[src/rtl/irq_ctrl.sv]
// irq_ctrl: NCH-channel fixed-priority interrupt controller for a single
// IRQ/IC CPU interface. Lowest channel index wins. The handshake is
// registered: request, then ACK (in service), then EOI (back to idle).
// Optional feature macro: IRQ_EDGE_EN. When it is defined, rising-edge
// requests are latched until acknowledged. Otherwise PEND is a one-cycle
// registered copy of the IRQ_IN levels.
module irq_ctrl #(
  parameter int NCH = 16,
  parameter int ICW = 4
) (
  input  logic             CLK,
  input  logic             RST,
  input  logic [NCH-1:0]   IRQ_IN,
  input  logic             MWE,
  input  logic [NCH-1:0]   MDATA,
  input  logic             ACK,
  input  logic             EOI,
  output logic             IRQ,
  output logic [ICW-1:0]   IC,
  output logic             BUSY,
  output logic [NCH-1:0]   PEND
);

  typedef enum logic [1:0] {
    IDLE = 2'd0,
    REQ  = 2'd1,
    SERV = 2'd2
  } state_t;

  state_t           state, stateNext;
  logic             irqQ, irqNext;
  logic [ICW-1:0]   icQ, icNext;
  logic             busyQ, busyNext;
  logic [NCH-1:0]   mask;
  logic [NCH-1:0]   pend, pendNext;
  logic [NCH-1:0]   candidate;
  logic             ackTake;

  // Lowest set index wins; scanning downward lets the last hit be the lowest.
  function automatic logic [ICW-1:0] winnerIdx(input logic [NCH-1:0] c);
    logic [ICW-1:0] idx;
    idx = '0;
    for (int i = NCH - 1; i >= 0; i--) begin
      if (c[i]) idx = ICW'(i);
    end
    return idx;
  endfunction

  assign candidate = pend & mask;
  assign ackTake   = (state == REQ) && ACK;

`ifdef IRQ_EDGE_EN
  logic [NCH-1:0] irqInDly;
  logic [NCH-1:0] rise;
  logic [NCH-1:0] clrMask;

  assign rise    = IRQ_IN & ~irqInDly;
  assign clrMask = ackTake ? (NCH'(1) << icQ) : '0;
  // A rising edge in the ACK cycle re-sets the bit: set has priority over clear.
  assign pendNext = (pend & ~clrMask) | rise;

  // Delay register used for rising-edge detection.
  always_ff @(posedge CLK or negedge RST) begin
    if (!RST) irqInDly <= '0;
    else      irqInDly <= IRQ_IN;
  end
`else
  // Level mode: the pending vector simply follows the request lines.
  assign pendNext = IRQ_IN;
`endif

  // Pending vector and enable mask; a mask write takes effect after this edge.
  always_ff @(posedge CLK or negedge RST) begin
    if (!RST) begin
      pend <= '0;
      mask <= '0;
    end else begin
      pend <= pendNext;
      if (MWE) mask <= MDATA;
    end
  end

  // Next-state and registered-output values for the handshake FSM.
  always_comb begin
    stateNext = state;
    irqNext   = irqQ;
    icNext    = icQ;
    busyNext  = busyQ;
    case (state)
      IDLE: begin
        if (|candidate) begin
          icNext    = winnerIdx(candidate);
          irqNext   = 1'b1;
          stateNext = REQ;
        end
      end
      REQ: begin
        if (ACK) begin
          irqNext   = 1'b0;
          busyNext  = 1'b1;
          stateNext = SERV;
        end else if (!candidate[icQ]) begin
          // Request withdrawn or masked before ACK; IC keeps its last value.
          irqNext   = 1'b0;
          stateNext = IDLE;
        end
      end
      SERV: begin
        if (EOI) begin
          busyNext  = 1'b0;
          stateNext = IDLE;
        end
      end
      default: begin
        irqNext   = 1'b0;
        busyNext  = 1'b0;
        stateNext = IDLE;
      end
    endcase
  end

  // FSM state and handshake output registers.
  always_ff @(posedge CLK or negedge RST) begin
    if (!RST) begin
      state <= IDLE;
      irqQ  <= 1'b0;
      icQ   <= '0;
      busyQ <= 1'b0;
    end else begin
      state <= stateNext;
      irqQ  <= irqNext;
      icQ   <= icNext;
      busyQ <= busyNext;
    end
  end

  assign IRQ  = irqQ;
  assign IC   = icQ;
  assign BUSY = busyQ;
  assign PEND = pend;

endmodule
[config.mk]
export PLATFORM = sky130hd
export DESIGN_NAME = irq_ctrl
export DESIGN_NICKNAME = d
export VERILOG_FILES = /design/src/rtl/irq_ctrl.sv
export SDC_FILE = /design/constraint.sdc
export NUM_CORES = 1
export LEC_CHECK = 0
export CAP_MARGIN = 20
export CORE_ASPECT_RATIO = 0.75
export CORE_MARGIN = 1.5
export CORE_UTILIZATION = 48
export DETAILED_ROUTE_END_ITERATION = 12
export PLACE_DENSITY = 0.84
export SLEW_MARGIN = 5
export SYNTH_ARGS = -nofsm -noshare
export SYNTH_HDL_FRONTEND = slang
export SYNTH_SLANG_ARGS = --single-unit
[constraint.sdc]
create_clock -name CLK -period 3.88 [get_ports CLK]
set_input_delay 0.776 -clock CLK [delete_from_list [all_inputs] [get_ports CLK]]
set_output_delay 0.776 -clock CLK [all_outputs]
set_load 0.1 [all_outputs]
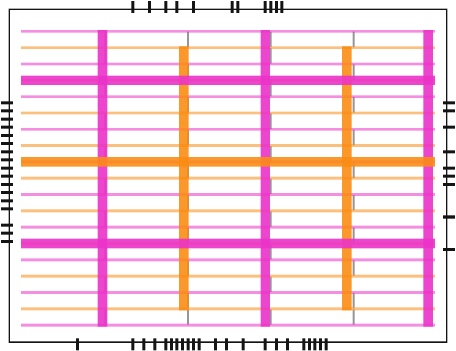
**Above:** run 1 (floorplan with the power grid).
Scale: 6 px per um. Pins as bars on the die edge. Tap cells in gray.
legend:
  VDD:
    color: orange
  VSS:
    color: magenta
met5 straps: 3
met1 rails: 19
rows: 18
met4 straps: 5

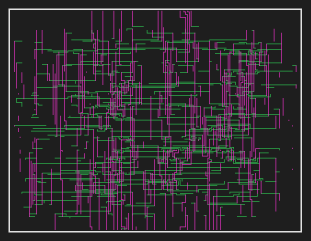
**Above:** run 1 (metal layers overlaid).
Scale: 4 px per um. Only two layers are drawn.
legend:
  M2:
    color: magenta
    wire_length: 1940 um
  M1:
    color: green
    wire_length: 1790 um
WL/cell: 16.0 um
GRT Util Overall: 0.222
Via Count: 1464

==> results.toml, run 1 <==
# synthesis and place-and-route metrics
[outcome]
status = "complete, no violations"

[pwr]
p_int_w = 0.000847
pwr.group.sequential_w = 0.000582
finalPower_w = 0.00150
switchingPower_w = 0.000656

[final_timing]
relSlewSlack = 0.337
finalSetupTns_ns = 0
worst_slack_ns = 0.922

[route]
dr.pass1.iters = 4
vias_per_cell = 5.79

[cts]
htreeDepth = 2
clk_pin_slew_ns = 0.07
cts_setup_buffers = 0
post_cts_resized = 0
numClockSinks = 40

[synthesis]
synth_stat.cells = 153
edf_count = 0
ys_area_mm2 = 0.00175
syn_area_mm2 = 0.00175
top_cell_area_share = 0.573

[critical_path]
path_delay_family = "buffers and inverters"
critPathMaxStageDelay_ns = 1.23

[hold_path]
hp-class = "reg2reg"

[die]
die_area_mm2 = 0.00401
dieWidth_um = 72.7
die_h_um = 55.2

[placed_design]
dp_hpwl_um = 3160
numPortBuffers = 58
place_inst = 246

[finish]
flops = 40
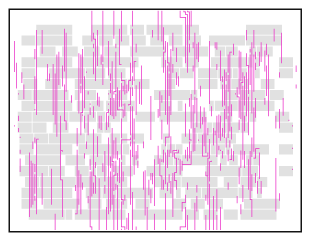
**Above:** run 1 (M2 wires).
Scale: 4 px per um.
share of all routed wire: 48%
longest straight run: 21.1 um
met2 Use GR: 0.342
total detailed-routing wirelength: 4050 um

-- run 1: metal layers --
metal / share of wire / track usage
met1: 0.44 / 0.308
met3: 0.066 / 0.0602
met5: 0 / 0
met4: 0.013 / 0.0620
met2: 0.48 / 0.342
-- run 1: worst max-delay path by stage --
stage               cells after the start                    to
floorplan                               5  state[0]$_DFFE_PN0P_
CTS                                     1                 IC[0]
detailed placement                      1                 IC[0]
global placement                        1                 IC[0]
global route                            1                 IC[0]
finish                                  1                 IC[0]
-- run 1: cells by family (layout without fill, tap and decap cells) --
| kind of cell | after synthesis | in the layout | share of synthesized area |
|---|---|---|---|
| DFF | 40 | 40 | 0.573 |
| and+or+nand+nor | 45 | 45 | 0.121 |
| buffers and inverters | 6 | 66 | 0.0129 |
| AOI/OAI and AO/OA | 46 | 46 | 0.190 |
| muxes | 16 | 16 | 0.103 |
-- run 1: cell usage in the layout, fill, tap and decap left out, types with 2 or more instances in the layout --
| cell type | Yosys | layout |
|---|---|---|
| clkdlybuf4s50_1 | 0 | 57 |
| nand3_1 | 8 | 8 |
| nor2b_1 | 2 | 2 |
| a32oi_1 | 2 | 2 |
| nor2_1 | 6 | 6 |
| nand4_1 | 2 | 2 |
| a221oi_1 | 2 | 2 |
| dfrtp_1 | 40 | 40 |
| o21ai_0 | 12 | 12 |
| a22oi_1 | 5 | 5 |
| clkbuf_8 | 0 | 7 |
| mux2_2 | 16 | 16 |
| nand2_1 | 20 | 20 |
| o211ai_1 | 2 | 2 |
| a21oi_1 | 5 | 5 |
| and2_1 | 3 | 3 |
| a31oi_1 | 3 | 3 |
| a22o_1 | 5 | 5 |
-- run 1: state kept, by name, summed over array words and instances, names as in the netlist --
signal / flops
BUSY: 1
IC: 4
IRQ: 1
PEND: 16
mask: 16
state: 2
==> inputs of run 2 (changes only) <==
- CORE_UTILIZATION: 48 -> 45
- PLACE_DENSITY: 0.84 -> 0.79
- clock period: 3.88 -> 2.98 ns (I/O delays scaled with it)
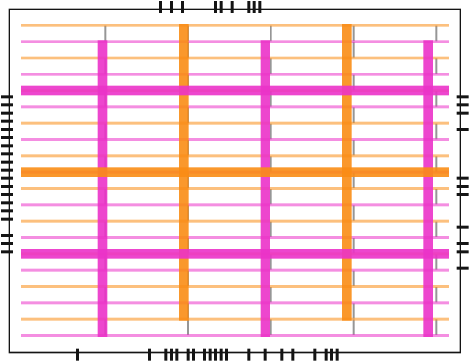
**Above:** run 2 (floorplan with the power grid).
Scale: 6 px per um. Pins as bars on the die edge. Tap cells in gray.
legend:
  VSS:
    color: magenta
  VDD:
    color: orange
met1 rails: 20
rows: 19

==> results.toml, run 2 <==
# synthesis and place-and-route metrics
[outcome]
status = "complete, no violations"

[die]
rows = 19
die_h_um = 57.0
die_area_mm2 = 0.00427
num_io_pins = 59
dieWidth_um = 74.9

[finish]
drive_above_1_share = 0.238
fin_nets = 250
antenna_cells = 0
lay_top_cells = "40 x dfrtp_1, 35 x clkdlybuf4s50_1, 22 x buf_4"
lay_top_count = "dfrtp_1"

[final_timing]
drv_slew = 0
relSlewSlack = 0.422
worst_slack_ns = 1.06
tightest_slew_ns = 0.866
finalSetupTns_ns = 0

[route]
dr.pass1.iters = 4
wire_per_inst_um = 15.0
vias = 1445
vias_per_cell = 5.43
ant_nets = 0
drcViolationCount = 0
wirelength_um = 4000

[placed_design]
numPortBuffers = 58
dp_hpwl_um = 3060

[cts]
post_cts_resized = 0
clk_pin_slew_ns = 0.08
numClockSinks = 40
cts_buffers = 5
cts_setup_buffers = 0
htreeDepth = 2
cts_max_path_buffers = 2

[pwr]
leakage_nw = 1.04
cellPowerDensity_mw_per_mm2 = 830

[synthesis]
syn_area_per_cell_um2 = 11.4
synth_stat.cells = 153
ys_area_mm2 = 0.00175
top_cell_area_share = 0.573
edf_count = 0
syn_area_mm2 = 0.00175
synth_cell_types = 33
top_cells_by_count = "40 x dfrtp_1, 20 x nand2_1, 16 x mux2_2"

[grt]
grt_start_max_net_pins = 41
grt_use_total = 0.209

[hold_path]
hp-class = "in2async"

[critical_path]
path_delay_family = "flip-flops"
critPathMaxStageDelay_ns = 0.65
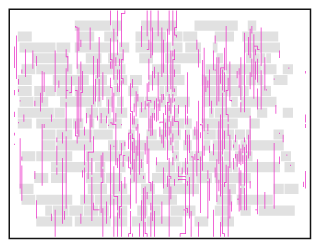
**Above:** run 2 (M2 wires).
Scale: 4 px per um.
nets with wire on the layer: 221
wire length on this layer: 1840 um
share of all routed wire: 46%
main direction: vertical
longest straight run: 20.7 um

## run 2: cell counts after synthesis
No cell type changed its count.
## run 2: path summary, 6_finish.rpt
path,slack [ns],from,end,cells after the start
min in group CLK,0.53,BUSY$_DFFE_PN0P_,BUSY$_DFFE_PN0P_,2
max in group asynchronous,2.02,RST,IC[1]$_DFFE_PN0P_,1
min,0.41,RST,PEND[6]$_DFF_PN0_,1
max,1.06,IC[0]$_DFFE_PN0P_,IC[0],1
min reg2reg,0.53,BUSY$_DFFE_PN0P_,BUSY$_DFFE_PN0P_,2
max reg2reg,1.08,PEND[11]$_DFF_PN0_,state[0]$_DFFE_PN0P_,5
## run 2: power breakdown
group          leakage [nW]  switching, W  internal [W]
registers             0.471      0.000134      0.000627
clock network        0.0614      0.000191      0.000274
logic                 0.506      0.000545      0.000251
## run 2: metal layers
metal  global-route usage  part of all wire  vias up
li1                     -                 -      689
met1                0.298              0.46      696
met3               0.0724             0.068        4
met2                0.303              0.46       56
met5                    0                 0        -
met4               0.0649             0.012        0
## run 2: per-stage QoR
step / total power [W] / instances
finish: 0.00202 / 266
global route: 0.00213 / 266
CTS: 0.00203 / 266
detailed placement: 0.00157 / 258
global placement: 0.00154 / 258
floorplan: 0.00135 / 153
## run 2: cell families (layout without fill, tap and decap cells)
family / count (synthesis) / in the layout / share of synthesized area
AND-OR/OR-AND: 46 / 46 / 0.190
AND/OR/NAND/NOR: 45 / 45 / 0.121
flip-flops: 40 / 40 / 0.573
multiplexers: 16 / 16 / 0.103
buffers and inverters: 6 / 67 / 0.0129
## run 2: area by class of cell
type | count | area, um2
inverters | 1 | 3.75
well taps | 52 | 65.1
clock inverters | 2 | 38.8
flip-flops and latches | 40 | 1000
repair buffers | 58 | 520
clock buffers | 6 | 82.6
multi-input cells | 107 | 723
fillers | 301 | 1250
Power figures rest on the tool's default switching activity, not on a simulated workload.
